**src/rtl/iir_output_requantizer_if.sv**
```systemverilog
// Sample stream bundle between the IIR filter, the requantizer and the
// downstream DAC/packetiser: filter-side sample strobe plus the buffered
// ready/valid output.
`timescale 1ns/1ps
interface iir_output_requantizer_if #(
  parameter int IN_W  = 26,
  parameter int OUT_W = 16
);
  logic             in_valid;
  logic [IN_W-1:0]  Filt_Out;
  logic             overFlow;
  logic [OUT_W-1:0] out_data;
  logic             out_sat;
  logic             out_valid;
  logic             out_ready;

  // Environment side: produces filter samples, consumes the output stream.
  modport master (
    output in_valid, Filt_Out, overFlow, out_ready,
    input  out_data, out_sat, out_valid
  );

  // Requantizer side.
  modport slave (
    input  in_valid, Filt_Out, overFlow, out_ready,
    output out_data, out_sat, out_valid
  );
endinterface

```
**src/rtl/iir_output_requantizer.sv**
```systemverilog
// Requantizes the wide Q(WI_OUT).(WF_OUT) IIR output to Q(WI_Q).(WF_Q):
// round half up, saturate, buffer in a show-ahead FIFO, and keep sticky
// overflow status plus saturation/drop counters.
`timescale 1ns/1ps
module iir_output_requantizer #(
  parameter int WI_OUT = 8,
  parameter int WF_OUT = 18,
  parameter int WI_Q   = 3,
  parameter int WF_Q   = 13,
  parameter int DEPTH  = 8,
  parameter int CNT_W  = 8
) (
  input  logic                        CLK,
  input  logic                        nReset,
  iir_output_requantizer_if.slave     bus,
  input  logic                        clr_stats,
  output logic                        sticky_ovf,
  output logic [CNT_W-1:0]            sat_count,
  output logic [CNT_W-1:0]            drop_count
);

  localparam int IN_W   = WI_OUT + WF_OUT;
  localparam int OUT_W  = WI_Q + WF_Q;
  localparam int SH     = WF_OUT - WF_Q;
  localparam int RND_W  = WI_OUT + WF_Q + 1;
  localparam int WORD_W = OUT_W + 1;
  localparam int AW     = $clog2(DEPTH);

  localparam logic [IN_W:0] HALF_LSB = (IN_W+1)'(1) << (SH - 1);
  localparam logic signed [RND_W-1:0] MAX_V =
    {{(RND_W-OUT_W+1){1'b0}}, {(OUT_W-1){1'b1}}};
  localparam logic signed [RND_W-1:0] MIN_V =
    {{(RND_W-OUT_W+1){1'b1}}, {(OUT_W-1){1'b0}}};

  // ---------------- Stage 1: round half up ----------------
  logic [IN_W:0]      ext_sum;
  logic               s1_valid;
  logic               s1_ovf;
  logic [RND_W-1:0]   s1_data;

  // One guard bit of sign extension keeps the rounding add from wrapping;
  // slicing off the low SH bits is the arithmetic shift.
  assign ext_sum = {bus.Filt_Out[IN_W-1], bus.Filt_Out} + HALF_LSB;

  // Register the rounded word with its qualifiers.
  // NOTE: sequential state uses non-blocking assignments so every register
  // samples pre-edge values regardless of statement order.
  always_ff @(posedge CLK) begin
    if (!nReset) begin
      s1_valid <= 1'b0;
      s1_ovf   <= 1'b0;
      s1_data  <= '0;
    end else begin
      s1_valid <= bus.in_valid;
      s1_ovf   <= bus.overFlow;
      s1_data  <= ext_sum[IN_W:SH];
    end
  end

  // ---------------- Stage 2: saturate ----------------
  logic [OUT_W-1:0]   sat_data;
  logic               clamped;
  logic               s2_valid;
  logic [WORD_W-1:0]  s2_word;   // {sat, data}

  // Clamp the rounded value into the output range.
  // NOTE: every always_comb output gets a default first so no path can
  // leave it unassigned and infer a latch.
  always_comb begin
    sat_data = s1_data[OUT_W-1:0];
    clamped  = 1'b0;
    if ($signed(s1_data) > MAX_V) begin
      sat_data = {1'b0, {(OUT_W-1){1'b1}}};
      clamped  = 1'b1;
    end else if ($signed(s1_data) < MIN_V) begin
      sat_data = {1'b1, {(OUT_W-1){1'b0}}};
      clamped  = 1'b1;
    end
  end

  // Register the FIFO word; an upstream overflow also marks the sample.
  always_ff @(posedge CLK) begin
    if (!nReset) begin
      s2_valid <= 1'b0;
      s2_word  <= '0;
    end else begin
      s2_valid <= s1_valid;
      s2_word  <= {clamped | s1_ovf, sat_data};
    end
  end

  // ---------------- Show-ahead FIFO ----------------
  logic [WORD_W-1:0]  mem [DEPTH];
  logic [AW:0]        wr_ptr, rd_ptr, occ;
  logic [AW-1:0]      rd_idx_nxt;
  logic               empty, full, pop, push, drop, one_left;
  logic [WORD_W-1:0]  head_q, head_d;

  assign empty      = (wr_ptr == rd_ptr);
  assign full       = (wr_ptr[AW] != rd_ptr[AW]) && (wr_ptr[AW-1:0] == rd_ptr[AW-1:0]);
  assign occ        = wr_ptr - rd_ptr;
  assign one_left   = (occ == (AW+1)'(1));
  assign rd_idx_nxt = rd_ptr[AW-1:0] + AW'(1);
  assign pop        = !empty && bus.out_ready;
  assign push       = s2_valid && (!full || pop);
  assign drop       = s2_valid && !push;

  // Next head word: the incoming sample when it lands in an empty (or
  // emptying) FIFO, the following entry after a pop, otherwise unchanged.
  always_comb begin
    head_d = head_q;
    if (empty && push)
      head_d = s2_word;
    else if (pop && one_left && push)
      head_d = s2_word;
    else if (pop && !one_left)
      head_d = mem[rd_idx_nxt];
  end

  // Pointers and the registered head word.
  always_ff @(posedge CLK) begin
    if (!nReset) begin
      wr_ptr <= '0;
      rd_ptr <= '0;
      head_q <= '0;
    end else begin
      if (push) wr_ptr <= wr_ptr + (AW+1)'(1);
      if (pop)  rd_ptr <= rd_ptr + (AW+1)'(1);
      head_q <= head_d;
    end
  end

  // Storage array write port.
  // NOTE: the array is deliberately left out of reset; the pointers define
  // which entries are valid, so clearing it would only cost logic.
  always_ff @(posedge CLK) begin
    if (push) mem[wr_ptr[AW-1:0]] <= s2_word;
  end

  assign bus.out_valid = !empty;
  assign bus.out_data  = head_q[OUT_W-1:0];
  assign bus.out_sat   = head_q[OUT_W];

  // ---------------- Statistics ----------------
  logic sat_evt;
  assign sat_evt = s2_valid && s2_word[WORD_W-1];

  // Sticky flag and saturating counters; a clear beats a coincident event.
  always_ff @(posedge CLK) begin
    if (!nReset || clr_stats) begin
      sticky_ovf <= 1'b0;
      sat_count  <= '0;
      drop_count <= '0;
    end else begin
      if (sat_evt) sticky_ovf <= 1'b1;
      if (sat_evt && sat_count != '1)   sat_count  <= sat_count + CNT_W'(1);
      if (drop && drop_count != '1)     drop_count <= drop_count + CNT_W'(1);
    end
  end

endmodule

```
**src/flat_wrapper.sv**
```systemverilog
// flat-port wrapper written by rule: the top's interface ports become plain ports
module iir_output_requantizer_flat 
#(
  parameter int WI_OUT = 8,
  parameter int WF_OUT = 18,
  parameter int WI_Q   = 3,
  parameter int WF_Q   = 13,
  parameter int DEPTH  = 8,
  parameter int CNT_W  = 8
)
  (CLK, nReset, clr_stats, sticky_ovf, sat_count, drop_count, bus_in_valid, bus_Filt_Out, bus_overFlow, bus_out_ready, bus_out_data, bus_out_sat, bus_out_valid);
  iir_output_requantizer_if #(.IN_W((26)), .OUT_W((16))) bus_i ();
  input  logic CLK;
  input  logic nReset;
  input  logic clr_stats;
  output logic sticky_ovf;
  output logic [CNT_W-1:0] sat_count;
  output logic [CNT_W-1:0] drop_count;
  input wire logic [$bits(bus_i.in_valid)-1:0] bus_in_valid;
  input wire logic [$bits(bus_i.Filt_Out)-1:0] bus_Filt_Out;
  input wire logic [$bits(bus_i.overFlow)-1:0] bus_overFlow;
  input wire logic [$bits(bus_i.out_ready)-1:0] bus_out_ready;
  output wire logic [$bits(bus_i.out_data)-1:0] bus_out_data;
  output wire logic [$bits(bus_i.out_sat)-1:0] bus_out_sat;
  output wire logic [$bits(bus_i.out_valid)-1:0] bus_out_valid;
  assign bus_i.in_valid = bus_in_valid;
  assign bus_i.Filt_Out = bus_Filt_Out;
  assign bus_i.overFlow = bus_overFlow;
  assign bus_i.out_ready = bus_out_ready;
  assign bus_out_data = bus_i.out_data;
  assign bus_out_sat = bus_i.out_sat;
  assign bus_out_valid = bus_i.out_valid;
  iir_output_requantizer #(.WI_OUT(WI_OUT), .WF_OUT(WF_OUT), .WI_Q(WI_Q), .WF_Q(WF_Q), .DEPTH(DEPTH), .CNT_W(CNT_W)) u_core (.CLK(CLK), .nReset(nReset), .bus(bus_i), .clr_stats(clr_stats), .sticky_ovf(sticky_ovf), .sat_count(sat_count), .drop_count(drop_count));
endmodule
```
**config.mk**
```make
export PLATFORM = sky130hd
export DESIGN_NAME = iir_output_requantizer_flat
export DESIGN_NICKNAME = d
export VERILOG_FILES = /design/src/rtl/iir_output_requantizer_if.sv /design/src/rtl/iir_output_requantizer.sv /design/src/flat_wrapper.sv
export SDC_FILE = /design/constraint.sdc
export NUM_CORES = 1
export LEC_CHECK = 0
export CAP_MARGIN = 10
export CORE_ASPECT_RATIO = 0.7
export CORE_MARGIN = 1.5
export CORE_UTILIZATION = 52
export CTS_CLUSTER_DIAMETER = 200
export DETAILED_ROUTE_END_ITERATION = 16
export PLACE_DENSITY = 0.73
export SLEW_MARGIN = 20
export SYNTH_ARGS = -nofsm -noshare
export SYNTH_HDL_FRONTEND = slang
export SYNTH_SLANG_ARGS = --single-unit
```
**constraint.sdc**
```tcl
create_clock -name CLK -period 3.54 [get_ports CLK]
set_clock_uncertainty 0.15 [all_clocks]
set_input_delay 0.708 -clock CLK [delete_from_list [all_inputs] [get_ports CLK]]
set_output_delay 0.708 -clock CLK [all_outputs]
set_load 0.005 [all_outputs]
```
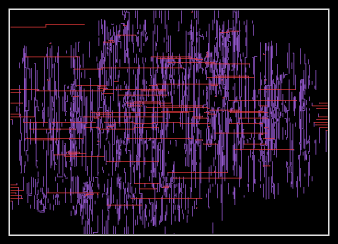
(wiring by layer)
Drawn at 2 px/um. Two of the layers only.
| layer | colour | wire length |
|---|---|---|
| metal 2 | purple | 8940 um |
| metal 3 | red | 1500 um |
via count: 5628
Tot GR Track Use: 22.5%
DR WL/cell: 20.7 um

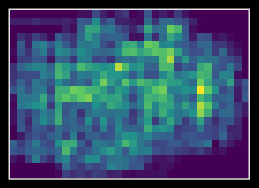
(wiring heat map)
Drawn at 1.5 px/um. 32 x 22 tiles, from dark purple (low) to yellow (high), scaled to the fullest tile. Values are wire area over tile area, all layers added.
tiles over half the peak: 17%
mean over tiles: 0.18
densest ninth of the die: centre
fullest tile: 0.61
final WL: 19600 um

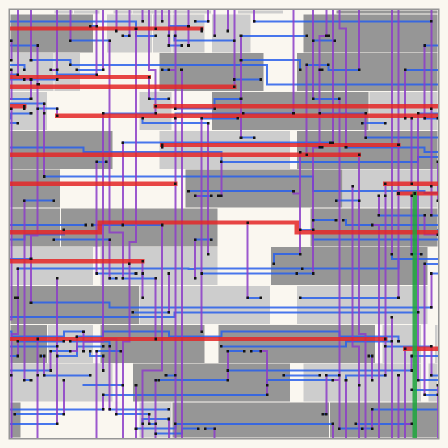
(a small window of the routed layout)
Region (65, 41) to (95, 71) um. Cells in grey, sequential cells in the stronger grey; small squares are vias.
| layer | colour |
|---|---|
| metal 4 | green |
| metal 1 | blue |
| metal 3 | red |
| metal 2 | purple |
sequential cells in the window: 17
netlist names of flops here include: u_core.mem (14), u_core.s2_word (2)
most frequent: edfxtp_1 (14), mux4_2 (5), clkbuf_16 (4)
cells with their middle in the window: 37

==> flow_summary_export.csv <==
group,metric,value,unit
logic_synthesis,ys_seq_share,65.0,%
global_routing,gr-total-overflow,0,
routing,dr.first_iter.drc_count,476,
final_timing,hold_violations,0,
job,tool_warnings,30,
global_routing,grt_pass1_vias,5622,
placed_design,pre_cts_ws,520,ps
pwr,power.density,522,nW/um^2
routing,via_per_inst,5.94,
floorplanning,initial_utilization,53.7,%
placed_design,io_buffers,62,
clocking,ctsResizeCount,0,
setup_path,slowest_stage,"clkdlybuf4s50_1",
pwr,p_comb,0.000551,W
pwr,switching_share,22.6,%
floorplanning,num_rows,39,
placed_design,place_area,9890,sq um
pwr,maxPowerGroup,"sequential cells",
logic_synthesis,top_cell,"edfxtp_1",
cells_and_area,fillers,1223,
logic_synthesis,syn_inst,628,
setup_path,startpoint,"u_core.rd_ptr[2]",
min_path,hp-class,"reg -> reg",
setup_path,end_kind,"output pin",
final_timing,setup_violations,0,
floorplanning,chipArea,17800,sq um
cells_and_area,fin_util,63.7,%
pwr,power_clock,0.00208,W
routing,ant_nets,0,
clocking,htreeDepth,1,
setup_path,path_class,"reg -> out",
logic_synthesis,synthFlopType,"edfxtp_1",
logic_synthesis,async_flop_share,0,%
min_path,worstHoldStart,"u_core.s1_data[5]",
clocking,cts.hold.buffers_added,0,
final_timing,layout_setup_ws,390,ps
pwr,seqPwrFrac,52.2,%
cells_and_area,drive_gt1_share,15.6,%
setup_path,critPathBufInv,3,
setup_path,cpMostUsedCell,"inv_1",
clocking,clk_pin_slew,60,ps
final_timing,fin_crit,3150,ps
final_timing,hold_slack,286,ps
pwr,comb_power_share,10.0,%
floorplanning,dieWidth,159,um
final_timing,timing.slew.headroom,33.8,%
cells_and_area,stdcell_count,948,
setup_path,path_cells,"inv_1 > ha_1 > nand3_1 > nor2_1 > inv_1 > clkdlybuf4s50_1",
clocking,cts_sinks,220,
logic_synthesis,syn_nets,669,
floorplanning,chipHeight,112,um
clocking,cts_root_buf,"clkbuf_16",
pwr,clkPwrFrac,37.8,%
placed_design,place_congestion,0.816,
cells_and_area,final_nets,750,
placed_design,dpl.hpwl,12700,um
routing,dr.pass1.iters,5,
logic_synthesis,edf_count,136,
final_timing,rsz0062_at_grt,"no",
pwr,p_leak,3.49,nW
logic_synthesis,common_cells,"edfxtp_1, dfxtp_1, nor2_1",
setup_path,critPathRequiredTime,2680,ps
clocking,cts_buffers,21,
pwr,p_switching,0.00124,W
clocking,tritoncts,"built",
routing,met1Wirelength,8790,um
logic_synthesis,synth_top_area_share,46.1,%
pwr,p_int,0.00425,W
status,status,"complete, no violations",
cells_and_area,final_area,10500,sq um
final_timing,max_freq,317,MHz
logic_synthesis,largest_area_cell,"edfxtp_1",
pwr,ir_drop,0.407,mV
final_timing,slew_viol_final,0,
clocking,cts_setup_buffers,0,
job,drv_cap,0,
floorplanning,coreArea,16500,sq um
routing,route.met3.wl,1500,um
logic_synthesis,area_leaders,"edfxtp_1, dfxtp_1, mux4_2, nor2_1, xor2_1",
-- metal layers --
layer	GRT usage, %	vias up
li1	-	2561
met2	35.3	213
met1	32.8	2825
met3	3.81	29
met4	6.04	0
met5	0	-
-- cells by family (layout without fill, tap and decap cells) --
family / count (synthesis) / count (layout) / share of synthesized area [%]
DFF: 220 / 220 / 65.0
xor gates and xnor gates: 40 / 40 / 3.95
and+or+nand+nor: 185 / 185 / 9.87
AOI/OAI and AO/OA: 91 / 91 / 8.68
buffers and inverters: 46 / 141 / 2.10
muxes: 37 / 37 / 8.99
adders and majority gates: 9 / 9 / 1.36
-- state kept, by name, summed over array words and instances (netlist names) --
name and count:
u_core.mem 136, u_core.s1_ovf 1, u_core.s1_data 22, u_core.rd_ptr 4
u_core.s1_valid 1, u_core.wr_ptr 4, u_core.sat_count 8, u_core.drop_count 8
u_core.s2_word 17, u_core.sticky_ovf 1, u_core.s2_valid 1, u_core.head_q 17
-- cells in the final DEF (no fill, tap or decap), drive strengths merged, types with 10 or more instances in the layout --
master	count
dfxtp	84
clkbuf	31
a21oi	26
clkdlybuf4s50	62
a2111oi	17
o2111ai	17
buf	32
edfxtp	136
inv	10
nor2b	16
xor2	24
nand4	11
o41ai	17
nand2	23
nor2	84
nand3	18
xnor2	16
mux4	34
-- area by class of cell --
cell class | instances | share of cell area, %
Sequential cell | 220 | 54.9
Multi-Input combinational cell | 362 | 27.9
Timing Repair Buffer | 94 | 8.31
Clock buffer | 31 | 5.45
Tap cell | 225 | 2.68
Clock inverter | 6 | 0.488
Inverter | 10 | 0.357
-- path summary, 6_finish.rpt --
check                                    endpoint  slack, ps  cells after the start
worst max-delay path                bus_out_valid        390                      6
worst max register to register  u_core.head_q[11]        460                     10
worst min-delay path            u_core.s2_word[5]        290                      2
worst min register to register  u_core.s2_word[5]        290                      2
Power is estimated from default activity; no workload was simulated.
